File: src/rtl/lsu.sv
// hxd32 load/store unit: one data-bus transaction per request,
// with lane alignment, byte enables, load extension and fault detection.
module lsu #(
    parameter int XLEN = 32
) (
    input  logic            clk_i,
    input  logic            rst_n_i,
    input  logic            lsu_req_i,
    input  logic            lsu_we_i,
    input  logic [2:0]      lsu_size_i,
    input  logic [XLEN-1:0] lsu_addr_i,
    input  logic [XLEN-1:0] lsu_wdata_i,
    output logic            lsu_busy_o,
    output logic            lsu_done_o,
    output logic            lsu_misalign_o,
    output logic [XLEN-1:0] lsu_rdata_o,
    output logic            dbus_req_o,
    output logic            dbus_we_o,
    output logic [3:0]      dbus_be_o,
    output logic [XLEN-1:0] dbus_addr_o,
    output logic [XLEN-1:0] dbus_wdata_o,
    input  logic            dbus_gnt_i,
    input  logic            dbus_rvalid_i,
    input  logic [XLEN-1:0] dbus_rdata_i
);

    typedef enum logic [1:0] {IDLE, REQ, RESP, DONE} state_t;

    state_t          state;
    logic            we_q;
    logic [2:0]      size_q;
    logic [1:0]      off_q;
    logic            fault;
    logic [3:0]      be_n;
    logic [XLEN-1:0] wdata_n;
    logic [XLEN-1:0] shifted;
    logic [XLEN-1:0] ext;

    // Stall upstream while a request is outstanding.
    assign lsu_busy_o = lsu_req_i & ~lsu_done_o;

    // Misaligned, reserved or store-unsigned encodings fault.
    always_comb begin
        fault = 1'b0;
        case (lsu_size_i)
            3'b000:  fault = 1'b0;
            3'b001:  fault = lsu_addr_i[0];
            3'b010:  fault = |lsu_addr_i[1:0];
            3'b100:  fault = lsu_we_i;
            3'b101:  fault = lsu_we_i | lsu_addr_i[0];
            default: fault = 1'b1;
        endcase
    end

    // Byte enables and lane-replicated store data for the request.
    always_comb begin
        be_n    = 4'b1111;
        wdata_n = lsu_wdata_i;
        case (lsu_size_i[1:0])
            2'b00: begin
                be_n    = 4'b0001 << lsu_addr_i[1:0];
                wdata_n = {4{lsu_wdata_i[7:0]}};
            end
            2'b01: begin
                be_n    = 4'b0011 << lsu_addr_i[1:0];
                wdata_n = {2{lsu_wdata_i[15:0]}};
            end
            default: begin
                be_n    = 4'b1111;
                wdata_n = lsu_wdata_i;
            end
        endcase
    end

    // Align returned lane to bit 0 and sign/zero extend.
    always_comb begin
        shifted = dbus_rdata_i >> {off_q, 3'b000};
        ext     = shifted;
        case (size_q[1:0])
            2'b00:
                ext = {{(XLEN-8){~size_q[2] & shifted[7]}},
                       shifted[7:0]};
            2'b01:
                ext = {{(XLEN-16){~size_q[2] & shifted[15]}},
                       shifted[15:0]};
            default:
                ext = shifted;
        endcase
    end

    // Transaction sequencer with registered bus and result outputs.
    always_ff @(posedge clk_i or negedge rst_n_i) begin
        if (!rst_n_i) begin
            state          <= IDLE;
            we_q           <= 1'b0;
            size_q         <= 3'b000;
            off_q          <= 2'b00;
            dbus_req_o     <= 1'b0;
            dbus_we_o      <= 1'b0;
            dbus_be_o      <= 4'b0000;
            dbus_addr_o    <= '0;
            dbus_wdata_o   <= '0;
            lsu_rdata_o    <= '0;
            lsu_done_o     <= 1'b0;
            lsu_misalign_o <= 1'b0;
        end else begin
            case (state)
                IDLE: begin
                    if (lsu_req_i) begin
                        if (fault) begin
                            lsu_done_o     <= 1'b1;
                            lsu_misalign_o <= 1'b1;
                            state          <= DONE;
                        end else begin
                            we_q         <= lsu_we_i;
                            size_q       <= lsu_size_i;
                            off_q        <= lsu_addr_i[1:0];
                            dbus_req_o   <= 1'b1;
                            dbus_we_o    <= lsu_we_i;
                            dbus_be_o    <= be_n;
                            dbus_addr_o  <= {lsu_addr_i[XLEN-1:2], 2'b00};
                            dbus_wdata_o <= wdata_n;
                            state        <= REQ;
                        end
                    end
                end
                REQ: begin
                    if (dbus_gnt_i) begin
                        dbus_req_o <= 1'b0;
                        if (we_q) begin
                            lsu_done_o <= 1'b1;
                            state      <= DONE;
                        end else begin
                            state <= RESP;
                        end
                    end
                end
                RESP: begin
                    if (dbus_rvalid_i) begin
                        lsu_rdata_o <= ext;
                        lsu_done_o  <= 1'b1;
                        state       <= DONE;
                    end
                end
                DONE: begin
                    lsu_done_o     <= 1'b0;
                    lsu_misalign_o <= 1'b0;
                    state          <= IDLE;
                end
                default: state <= IDLE;
            endcase
        end
    end

endmodule
File: config.mk
export PLATFORM = sky130hd
export DESIGN_NAME = lsu
export DESIGN_NICKNAME = d
export VERILOG_FILES = /design/src/rtl/lsu.sv
export SDC_FILE = /design/constraint.sdc
export NUM_CORES = 1
export LEC_CHECK = 0
export CORE_MARGIN = 2
export CORE_UTILIZATION = 47
export DETAILED_ROUTE_END_ITERATION = 10
export GPL_ROUTABILITY_DRIVEN = 0
export PLACE_DENSITY = 0.88
export RECOVER_POWER = 25
export SLEW_MARGIN = 10
export SYNTH_ARGS = -nofsm -noshare
export SYNTH_HDL_FRONTEND = slang
export SYNTH_SLANG_ARGS = --single-unit
File: constraint.sdc
create_clock -name clk_i -period 4.1 [get_ports clk_i]
set_input_delay 0.82 -clock clk_i [delete_from_list [all_inputs] [get_ports clk_i]]
set_output_delay 0.82 -clock clk_i [all_outputs]
set_load 0.1 [all_outputs]
==> results.txt, run 1 <==
run results: status=finished clean, min cycle time layout=2.75 ns, CTS tree=yes, Synthesized registers=109, final worst slack=1.35 ns, Worst Path Required=3.28 ns, Yosys Chip Area=0.00524 mm^2, FILL cells=800, crit-path cells=clkdlybuf4s50_1, OpenROAD warning count=32, first-pass GRT wire length=22.0 mm, Post-synth area hogs=dfrtp_1 (52%), mux2_4 (11%), mux2i_1 (8.2%), crit end category=output pin, crit path launch type=flip-flop, clk_skew=0.00539 ns, asr flop ratio synth=100%, Critical Path Start=we_q$_DFFE_PN0P_, Commonest cells post-synth=dfrtp_1 (109), nand2_1 (51), mux2i_1 (43), Distinct lib cells used=39, unrepaired setup endpoints after global routing=no, Setup violations, final=0, synth warn=0, grt total ovfl=0, Hold EP=dbus_wdata_o[10]$_DFFE_PN0P_, DRC viols=0, worst r2r path cells=4, io pins=210, Post-Syn Instances=445, normalized max-slew margin=6.35%, Mapped Area=0.00524 mm^2, worst hold stages=2, Util after Layout=69.8%, Late-Pin Clk Latency=0.35 ns, capturing point of the worst reg2reg path=lsu_rdata_o[25]$_DFFE_PN0P_, worst-path fanout max=4, drt wl/cell=17.9 um, Adder Area Share=1.19%, Slew Viols, Final=0, Min Hold Slack=0.497 ns, Area Overhead vs Synth=44.3%, drt first pass iters=4, Core Rows=38, GRT Total Usage=23.7%, critical path buffer and inverter count=1, Synth Area in Simple Gates=8.05%, worst setup path end=dbus_we_o, class of the worst hold path=flip-flop to flip-flop, Post-synth EDFFs=0, # clock sinks=109, layout cells sized above 1=11.6%, mean number of vias per cell=5.31, Nets=750, Worst-path clk slew=0.10 ns, Reg2Reg Launch Point=off_q[1]$_DFFE_PN0P_, CTS Buf Count=9, Peak Freq=363 MHz, clk buf depth=2, vias in the first global route=4371, Crit. path cell count=1, CP top delay family=buffers and inverters, mux frac, synth=22.3%
run 1: placed cells by master, fill, tap and decap left out, types with 2 or more instances in the layout:
cell	count
o21ai_0	5
clkbuf_8	10
clkinvlp_4	2
conb_1	2
mux2_2	5
mux2_1	7
mux2i_1	43
dfrtp_1	109
nor2b_1	4
nand2b_1	2
o2bb2ai_1	7
nor2_1	29
o22ai_1	2
clkbuf_2	2
nand2_1	51
o21ai_1	36
inv_1	6
a221o_1	16
or2_2	3
a21oi_1	28
mux2_4	40
ha_1	5
clkdlybuf4s50_1	205
buf_4	5
clkbuf_1	2
run 1: layout make-up:
cell class                 count  area [um^2]  area share (%)
clock buffer                  11          141            1.87
sequential                   109         2730            36.1
tap                          140          175            2.32
timing repair buffer         214         2120            28.1
multi-input combinational    300         2310            30.6
clock inverter                 5         58.8           0.778
inverter                       6         22.5           0.298
run 1: routing by layer:
| layer | wire [um] | GRT usage [%] |
|---|---|---|
| met4 | 194 | 8.23 |
| met2 | 6980 | 41.1 |
| met3 | 1190 | 5.93 |
| met1 | 5690 | 28.8 |
| met5 | 0 | 0 |
run 1: state kept, by name, summed over array words and instances (netlist names), 2 cells and up:
name and cells:
dbus_addr_o 30, dbus_be_o 4, dbus_wdata_o 32, lsu_rdata_o 32
off_q 2, size_q 3, state 2
run 1: worst register-to-register path, stage by stage, from the launching register on:
cell and delay [ns]:
dfrtp_1 1.00, nand2_1 0.19, o221a_1 0.29, nor3_2 0.72, a221o_1 0.23
run_1/pdn.png
(3 px per um) Pins as bars on the die edge.
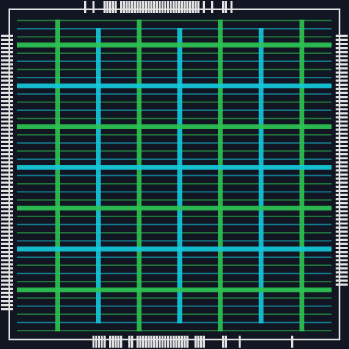
colour	net
cyan	VDD
green	VSS
met1 rails	39
met4 straps	7
met5 straps	7
die extent in x: 110 um
core area: 0.0108 mm^2

run_1/cell_classes.png
(2 px per um) Fill, decap, tap and diode cells in grey.
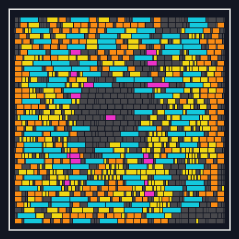
colour	class	cells	share of their area
orange	other buffers and delay cells	214	29%
yellow	all other logic	306	32%
magenta	clock drivers and dummy loads	16	2.7%
cyan	flip-flops	109	37%

run_1/clock_map.png
(4 px per um)
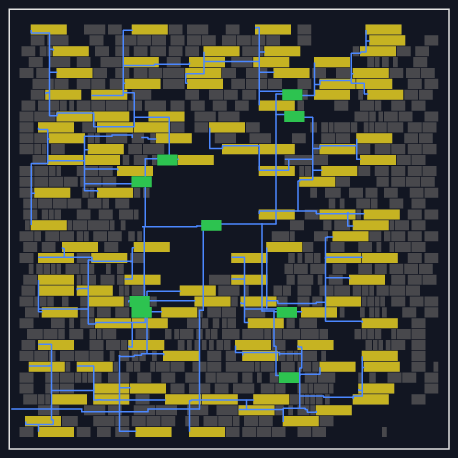
[green] cells driving clock nets | count: 9
[blue] clock wires | length: 1230 um
[yellow] flip-flops | count: 109
routed clock nets	10

==> run 2, diff against run 1 <==
--- a/config.mk
+++ b/config.mk
@@ -6,10 +6,10 @@
 export NUM_CORES = 1
 export LEC_CHECK = 0
 export CORE_MARGIN = 2
-export CORE_UTILIZATION = 47
+export CORE_UTILIZATION = 40
 export DETAILED_ROUTE_END_ITERATION = 10
 export GPL_ROUTABILITY_DRIVEN = 0
-export PLACE_DENSITY = 0.88
+export PLACE_DENSITY = 0.8
 export RECOVER_POWER = 25
 export SLEW_MARGIN = 10
 export SYNTH_ARGS = -nofsm -noshare
==> constraint.sdc (replaced) <==
create_clock -name clk_i -period 2.3 [get_ports clk_i]
set_input_delay 0.46 -clock clk_i [delete_from_list [all_inputs] [get_ports clk_i]]
set_output_delay 0.46 -clock clk_i [all_outputs]
set_load 0.1 [all_outputs]
==> run 2 against run 1 <==
  * Register-to-register slack lost 1.3 ns
  * Sequential share of layout area shrank 0.53 points
  * Flip-flop count is the same
  * Synthesized area is the same
  * Via count grew 2.4%
  * Die area grew 17%
  * Synthesized cell count is the same
  * Critical path type is now flip-flop to flip-flop
==> results.txt, run 2 <==
run results: Worst Path Required=2.58 ns (was 3.28 ns), mean number of vias per cell=5.09 (was 5.31), Post-synth area hogs=dfrtp_1 (52%), mux2_4 (11%), mux2i_1 (8.2%) (unchanged), Distinct lib cells used=39 (unchanged), # clock sinks=109 (unchanged), placed insts=824 (was 769), synthesized area per cell=11.8 um^2 (unchanged), Synthesized registers=109 (unchanged), # Cells Yosys=445 (unchanged), worst-path fanout max=8 (was 4), Seq share, synth=52.1% (unchanged), Late-Pin Clk Latency=0.35 ns (about the same), Setup violations, final=0 (unchanged), Layout Cells excl Fill=838 (was 785), crit path launch type=flip-flop (unchanged), DRC viols=0 (unchanged), Post-synth EDFFs=0 (unchanged), synth warn=0 (unchanged), Area leader share=52.1% (unchanged), logic area=0.00232 mm^2 (was 0.00231 mm^2), Commonest cells post-synth=dfrtp_1 (109), nand2_1 (51), mux2i_1 (43) (unchanged), # diodes=0 (unchanged), top_reg_cell synth=dfrtp_1 (unchanged), min cycle time layout=1.95 ns, registers=109 (unchanged), class of the worst hold path=flip-flop to flip-flop (unchanged), htree depth=3 (unchanged), Comb area share=30.2% (was 30.6%), largest net degree at the start of global routing=110 (was 102), first-pass GRT wire length=23.8 mm (was 22.0 mm), 1st-iter DRT viols=283 (was 218), Worst-path clk slew=0.07 ns (was 0.10 ns), grt total ovfl=0 (unchanged), most frequent cells in the layout=buf_4 (126), dfrtp_1 (109), clkdlybuf4s50_1 (103), nand2_1 (51), mux2i_1 (43) (was clkdlybuf4s50_1 (205), dfrtp_1 (109), nand2_1 (51), mux2i_1 (43), mux2_4 (40)), die area=0.0140 mm^2 (was 0.0120 mm^2), Core Rows=41 (was 38), status=finished clean (unchanged), floorplan utilization=41.2% (was 48.3%), Min Hold Slack=0.487 ns (was 0.497 ns), critical path arrival=2.23 ns (was 1.93 ns), # clk buffers=12 (was 11), actual slew at the worst max-slew pin=1.50 ns (was 1.40 ns), I/O Buffers=207 (unchanged), vias in the first global route=4543 (was 4371), Mapped Area=0.00524 mm^2 (unchanged), placed instance area=0.00741 mm^2 (was 0.00737 mm^2), DP Worst Slack=0.00116 ns (was 1.13 ns), antenna-violating nets left=0 (unchanged), DPL Wire Length=11.1 mm (was 10.4 mm), asr flop ratio synth=100% (unchanged), Yosys Chip Area=0.00524 mm^2 (unchanged), nonclk buf count=237 (was 214), unrepaired setup endpoints after global routing=no (unchanged), clk_skew=0.00687 ns (was 0.00539 ns), Max-Cap Viols=0 (unchanged), crit end category=flip-flop (was output pin), Clock Tree Root=clkbuf_16 (was clkbuf_8), biggest regs=dbus_wdata_o x32, lsu_rdata_o x32, dbus_addr_o x30 (unchanged), FF+latch area=0.00273 mm^2 (unchanged), Setup CP Type=flip-flop to flip-flop (was flip-flop to output pin), Commonest Layout Cell=buf_4 (was clkdlybuf4s50_1), drt first pass iters=4 (unchanged), fin crit share=84.8%, post-route design area=0.00768 mm^2 (was 0.00756 mm^2), fraction of area in clock buffers and inverters=3.67% (was 2.65%), Peak Freq=513 MHz, final worst slack=0.351 ns (was 1.35 ns), initial antenna violation count=0 (unchanged), post-CTS sizing=0 (unchanged), Fin Setup TNS=0 ns (unchanged), Nets=773 (was 750), final hold violations=0 (unchanged), CTS Buf Count=9 (unchanged), Area Overhead vs Synth=46.5% (was 44.3%), post-CTS setup buffer count=0 (unchanged), normalized max-slew margin=0.118% (was 6.35%), io pins=210 (unchanged), CTS Hold Bufs=0 (unchanged), #MultiIn Comb=300 (unchanged), Post-Syn Instances=445 (unchanged), layout cells sized above 1=29.9% (was 11.6%), Slew Viols, Final=0 (unchanged), OpenROAD warning count=32 (unchanged), most common cell in the netlist=dfrtp_1 (unchanged), number of well taps=172 (was 140), FILL cells=1061 (was 800), Area-dominant class=flip-flops and latches (unchanged), Signal inverters=6 (unchanged), buffering overhead=27.5% (was 28.1%), Util after Layout=60.3% (was 69.8%), Seq area share=35.5% (was 36.1%), post-synth top area cell=dfrtp_1 (unchanged), clk buf depth=2 (unchanged), CTS tree=yes (unchanged)
-- run 2: cell counts after synthesis --
Identical to the previous run, type by type.
-- run 2: path summary, 6_finish.rpt --
| path | start | depth (start not counted) | end | slack (ns) |
|---|---|---|---|---|
| min in group asynchronous | rst_n_i | 2 | lsu_rdata_o[13]$_DFFE_PN0P_ | 0.56 |
| worst max-delay path | state[0]$_DFFE_PN0P_ | 6 | lsu_rdata_o[27]$_DFFE_PN0P_ | 0.35 |
| worst min register to register | lsu_rdata_o[3]$_DFFE_PN0P_ | 2 | lsu_rdata_o[3]$_DFFE_PN0P_ | 0.49 |
| max in group asynchronous | rst_n_i | 2 | size_q[2]$_DFFE_PN0P_ | 0.74 |
| worst min-delay path | lsu_rdata_o[3]$_DFFE_PN0P_ | 2 | lsu_rdata_o[3]$_DFFE_PN0P_ | 0.49 |
| worst max register to register | state[0]$_DFFE_PN0P_ | 6 | lsu_rdata_o[27]$_DFFE_PN0P_ | 0.35 |
-- run 2: critical path: stages, from the launching register on --
cell and delay (ns):
dfrtp_1 0.42, inv_1 0.15, ha_1 0.21, nand2_1 0.11, nor3b_2 0.22, nor2b_1 0.53, a221o_1 0.25
-- run 2: cell families after synthesis --
kind of cell	synth area share, %
compound gates	12.5
mux	22.3
simple gates	8.05
buf+inv	3.84
flops	52.1
fa+ha+maj	1.19
other cells	0.0716
-- run 2: per-layer routing --
metal / vias to the layer above / track usage [%] / wire length [um]
li1: 2011 / - / -
met1: 2053 / 25.7 / 5970
met2: 187 / 36.6 / 7230
met3: 18 / 5.89 / 1140
met4: 0 / 7.51 / 292
met5: - / 0 / 0
run_2/metal_stack.png
(3 px per um) Two of the layers only.
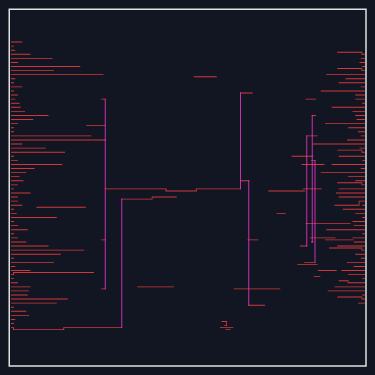
colour	layer	wire length
magenta	met4	292 um
red	met3	1140 um
drt total wl: 14.6 mm
GRT Total Usage: 21.3%
drt wl/cell: 17.5 um
vias: 4269

run_2/pdn.png
(3 px per um) Pins as bars on the die edge.
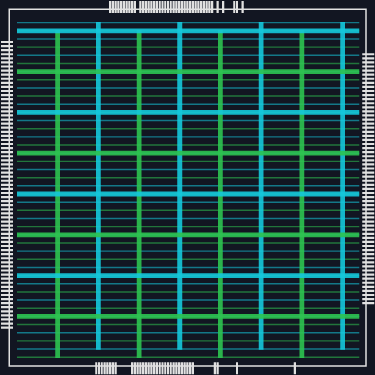
colour	net
green	VSS
cyan	VDD
met1 rails	42
met5 straps	8
signal pins	210
Die H: 118 um
core area: 0.0127 mm^2
die extent in x: 118 um

run_2/cell_classes.png
(2 px per um) Fill, decap, tap and diode cells in grey.
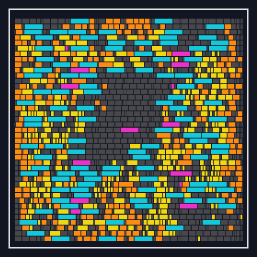
colour	class	cells	share of their area
orange	other buffers and delay cells	237	28%
cyan	flip-flops	109	37%
magenta	clock drivers and dummy loads	14	3.8%
yellow	all other logic	306	31%

==> run 3, diff against run 2 <==
==> constraint.sdc (replaced) <==
create_clock -name clk_i -period 1.75 [get_ports clk_i]
set_input_delay 0.35 -clock clk_i [delete_from_list [all_inputs] [get_ports clk_i]]
set_output_delay 0.35 -clock clk_i [all_outputs]
set_load 0.1 [all_outputs]
==> run 3 against run 2 <==
  * Critical path type unchanged
  * Sequential share of layout area shrank 6.5 points
  * Clock skew decreased by 0.00079 ns
  * Highest routed layer unchanged
  * The flow now finishes with violations (negative setup slack)
  * Non-clock buffer count up 31
==> results.txt, run 3 <==
run results: asr flop ratio synth=100% (unchanged), htree depth=3 (unchanged), vias=4609 (was 4269), Distinct lib cells used=39 (unchanged), global route hottest layer=met2 (unchanged), Area Overhead vs Synth=79.2% (was 46.5%), DP Worst Slack=-0.392 ns (was 0.00116 ns), wire length on met1=6.45 mm (was 5.97 mm), class of the worst hold path=input pin to flip-flop (was flip-flop to flip-flop), # Cells Yosys=445 (unchanged), die area=0.0140 mm^2 (unchanged), synth warn=0 (unchanged), most frequent cells in the layout=dfrtp_1 (109), buf_12 (108), clkdlybuf4s50_1 (98), nand2_1 (50), buf_4 (44) (was buf_4 (126), dfrtp_1 (109), clkdlybuf4s50_1 (103), nand2_1 (51), mux2i_1 (43)), Slew Viols, Final=0 (unchanged), Commonest cells post-synth=dfrtp_1 (109), nand2_1 (51), mux2i_1 (43) (unchanged), synthesized area per cell=11.8 um^2 (unchanged), final hold violations=0 (unchanged), DR top layer=met4 (unchanged), drt wl/cell=20.0 um (was 17.5 um), initial antenna violation count=0 (unchanged), Setup CP Type=flip-flop to flip-flop (unchanged), CTS Buf Count=9 (unchanged), vias in the first global route=5050 (was 4543), Clock Tree Root=clkbuf_16 (unchanged), Peak Freq=556 MHz (was 513 MHz), unrepaired setup endpoints after global routing=yes (was no), drt first pass iters=5 (was 4), 1st-iter DRT viols=233 (was 283), Synthesized registers=109 (unchanged), met2 wire length=9.24 mm (was 7.23 mm), antenna-violating nets left=0 (unchanged), grt total ovfl=0 (unchanged), normalized max-slew margin=58.4% (was 0.118%), crit path launch type=flip-flop (unchanged), worst-path fanout max=5 (was 8), layout cells sized above 1=34.8% (was 29.9%), post-synth top area cell=dfrtp_1 (unchanged), post-CTS setup buffer count=3 (was 0), critical path arrival=2.03 ns (was 2.23 ns), OpenROAD warning count=32 (unchanged), min cycle time layout=1.80 ns (was 1.95 ns), met1 usage=28.1% (was 25.7%), actual slew at the worst max-slew pin=0.624 ns (was 1.50 ns), biggest regs=dbus_wdata_o x32, lsu_rdata_o x32, dbus_addr_o x30 (unchanged), Post-Syn Instances=445 (unchanged), clk buf depth=2 (unchanged), fin crit share=103% (was 84.8%), GR Util met3=6.23% (was 5.89%), largest net degree at the start of global routing=49 (was 110), post-CTS sizing=4 (was 0), failing checks=negative setup slack, Worst Path Required=1.98 ns (was 2.58 ns), top_reg_cell synth=dfrtp_1 (unchanged), # clock sinks=109 (unchanged), io pins=210 (unchanged), Post-synth area hogs=dfrtp_1 (52%), mux2_4 (11%), mux2i_1 (8.2%) (unchanged), DRC viols=0 (unchanged), Post-synth EDFFs=0 (unchanged), FILL cells=842 (was 1061), Yosys Chip Area=0.00524 mm^2 (unchanged), Max-Cap Viols=0 (unchanged), Seq share, synth=52.1% (unchanged), first-pass GRT wire length=27.2 mm (was 23.8 mm), Nets=804 (was 773), M2 GR Usage=43.7% (was 36.6%), Area leader share=52.1% (unchanged), drt total wl=17.4 mm (was 14.6 mm), mean number of vias per cell=5.30 (was 5.09), GRT Total Usage=24.4% (was 21.3%), floorplan utilization=41.2% (unchanged), Die H=118 um (unchanged), most common cell in the netlist=dfrtp_1 (unchanged), CTS Hold Bufs=1 (was 0), core area=0.0127 mm^2 (unchanged), Setup violations, final=19 (was 0), # diodes=0 (unchanged), Worst-path clk slew=0.07 ns (about the same), placed instance area=0.00882 mm^2 (was 0.00741 mm^2), crit end category=flip-flop (unchanged), status=finished, violations left (was finished clean), CTS tree=yes (unchanged), I/O Buffers=207 (unchanged), DPL Wire Length=12.9 mm (was 11.1 mm), final worst slack=-0.0475 ns (was 0.351 ns), Commonest Layout Cell=dfrtp_1 (was buf_4), die extent in x=118 um (unchanged), met3 WL post-DR=1.25 mm (was 1.14 mm), Mapped Area=0.00524 mm^2 (unchanged)
-- run 3: cells by family after synthesis --
logic type	share of synthesized area, %
AOI/OAI and AO/OA	12.5
adders and majority gates	1.19
buffers and inverters	3.84
DFF	52.1
muxes	22.3
other	0.0716
and+or+nand+nor	8.05
-- run 3: metrics by stage --
step,hold WS [ns],TNS (ns),instances
2_1_floorplan,0.0544,-0.00629,446
3_3_place_gp,0.244,-24.96,839
3_5_place_dp,0.256,-31.45,839
4_1_cts,0.445,0,858
5_1_grt,0.334,-3.16,870
6_report,0.326,-0.370,870
-- run 3: critical path, cell delays in order, from the launching register on --
cell	delay [ns]
dfrtp_1	0.40
inv_2	0.08
buf_6	0.12
ha_4	0.15
o211ai_1	0.12
buf_4	0.19
clkbuf_16	0.17
clkbuf_16	0.16
mux2_4	0.30
-- run 3: cell type report --
class / instances / area (um^2) / area share [%]
inverter: 6 / 22.5 / 0.240
clock inverter: 5 / 85.1 / 0.906
tap: 172 / 215 / 2.29
clock buffer: 10 / 239 / 2.54
timing repair buffer: 268 / 3720 / 39.6
sequential: 109 / 2730 / 29.0
multi-input combinational: 300 / 2380 / 25.3
-- run 3: worst paths after layout --
kind,slack (ns),endpoint,cells after the start,startpoint
setup / recovery,-0.05,dbus_addr_o[11]$_DFFE_PN0P_,8,state[0]$_DFFE_PN0P_
min in group asynchronous,0.53,lsu_rdata_o[12]$_DFFE_PN0P_,2,rst_n_i
hold reg to reg,0.55,dbus_wdata_o[11]$_DFFE_PN0P_,2,dbus_wdata_o[11]$_DFFE_PN0P_
hold / removal,0.33,we_q$_DFFE_PN0P_,2,lsu_we_i
setup reg to reg,-0.05,dbus_addr_o[11]$_DFFE_PN0P_,8,state[0]$_DFFE_PN0P_
max in group asynchronous,0.20,dbus_addr_o[26]$_DFFE_PN0P_,3,rst_n_i
run_3/cell_classes.png
(2 px per um) Fill, decap, tap and diode cells in grey.
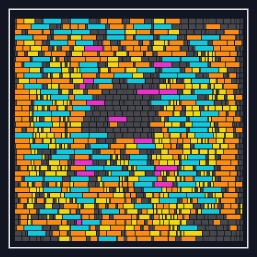
colour	class	cells	share of their area
cyan	flip-flops	109	30%
orange	other buffers and delay cells	268	41%
yellow	all other logic	306	26%
magenta	clock drivers and dummy loads	15	3.5%
Core Rows: 41
Util after Layout: 73.8%
post-route design area: 0.00939 mm^2

run_3/metal_stack.png
(3 px per um) Two of the layers only.
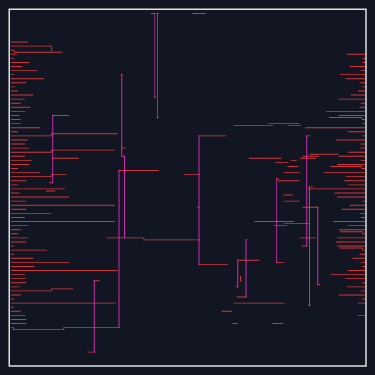
colour	layer	wire length
red	met3	1250 um
magenta	met4	417 um

run_3/clock_map.png
(4 px per um)
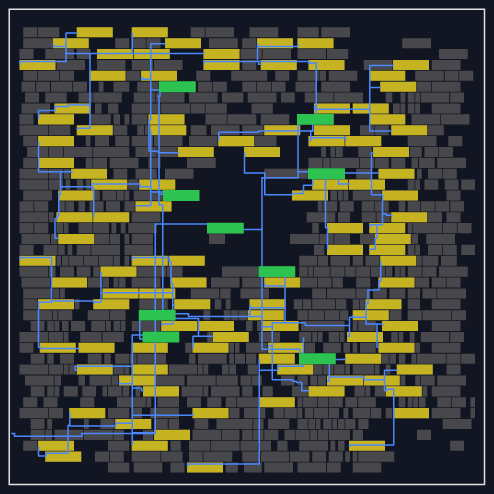
[green] cells driving clock nets | count: 9
[yellow] flip-flops | count: 109
[blue] clock wires | length: 1300 um
flops lie	all over the die
clk_skew: 0.00608 ns
Late-Pin Clk Latency: 0.34 ns

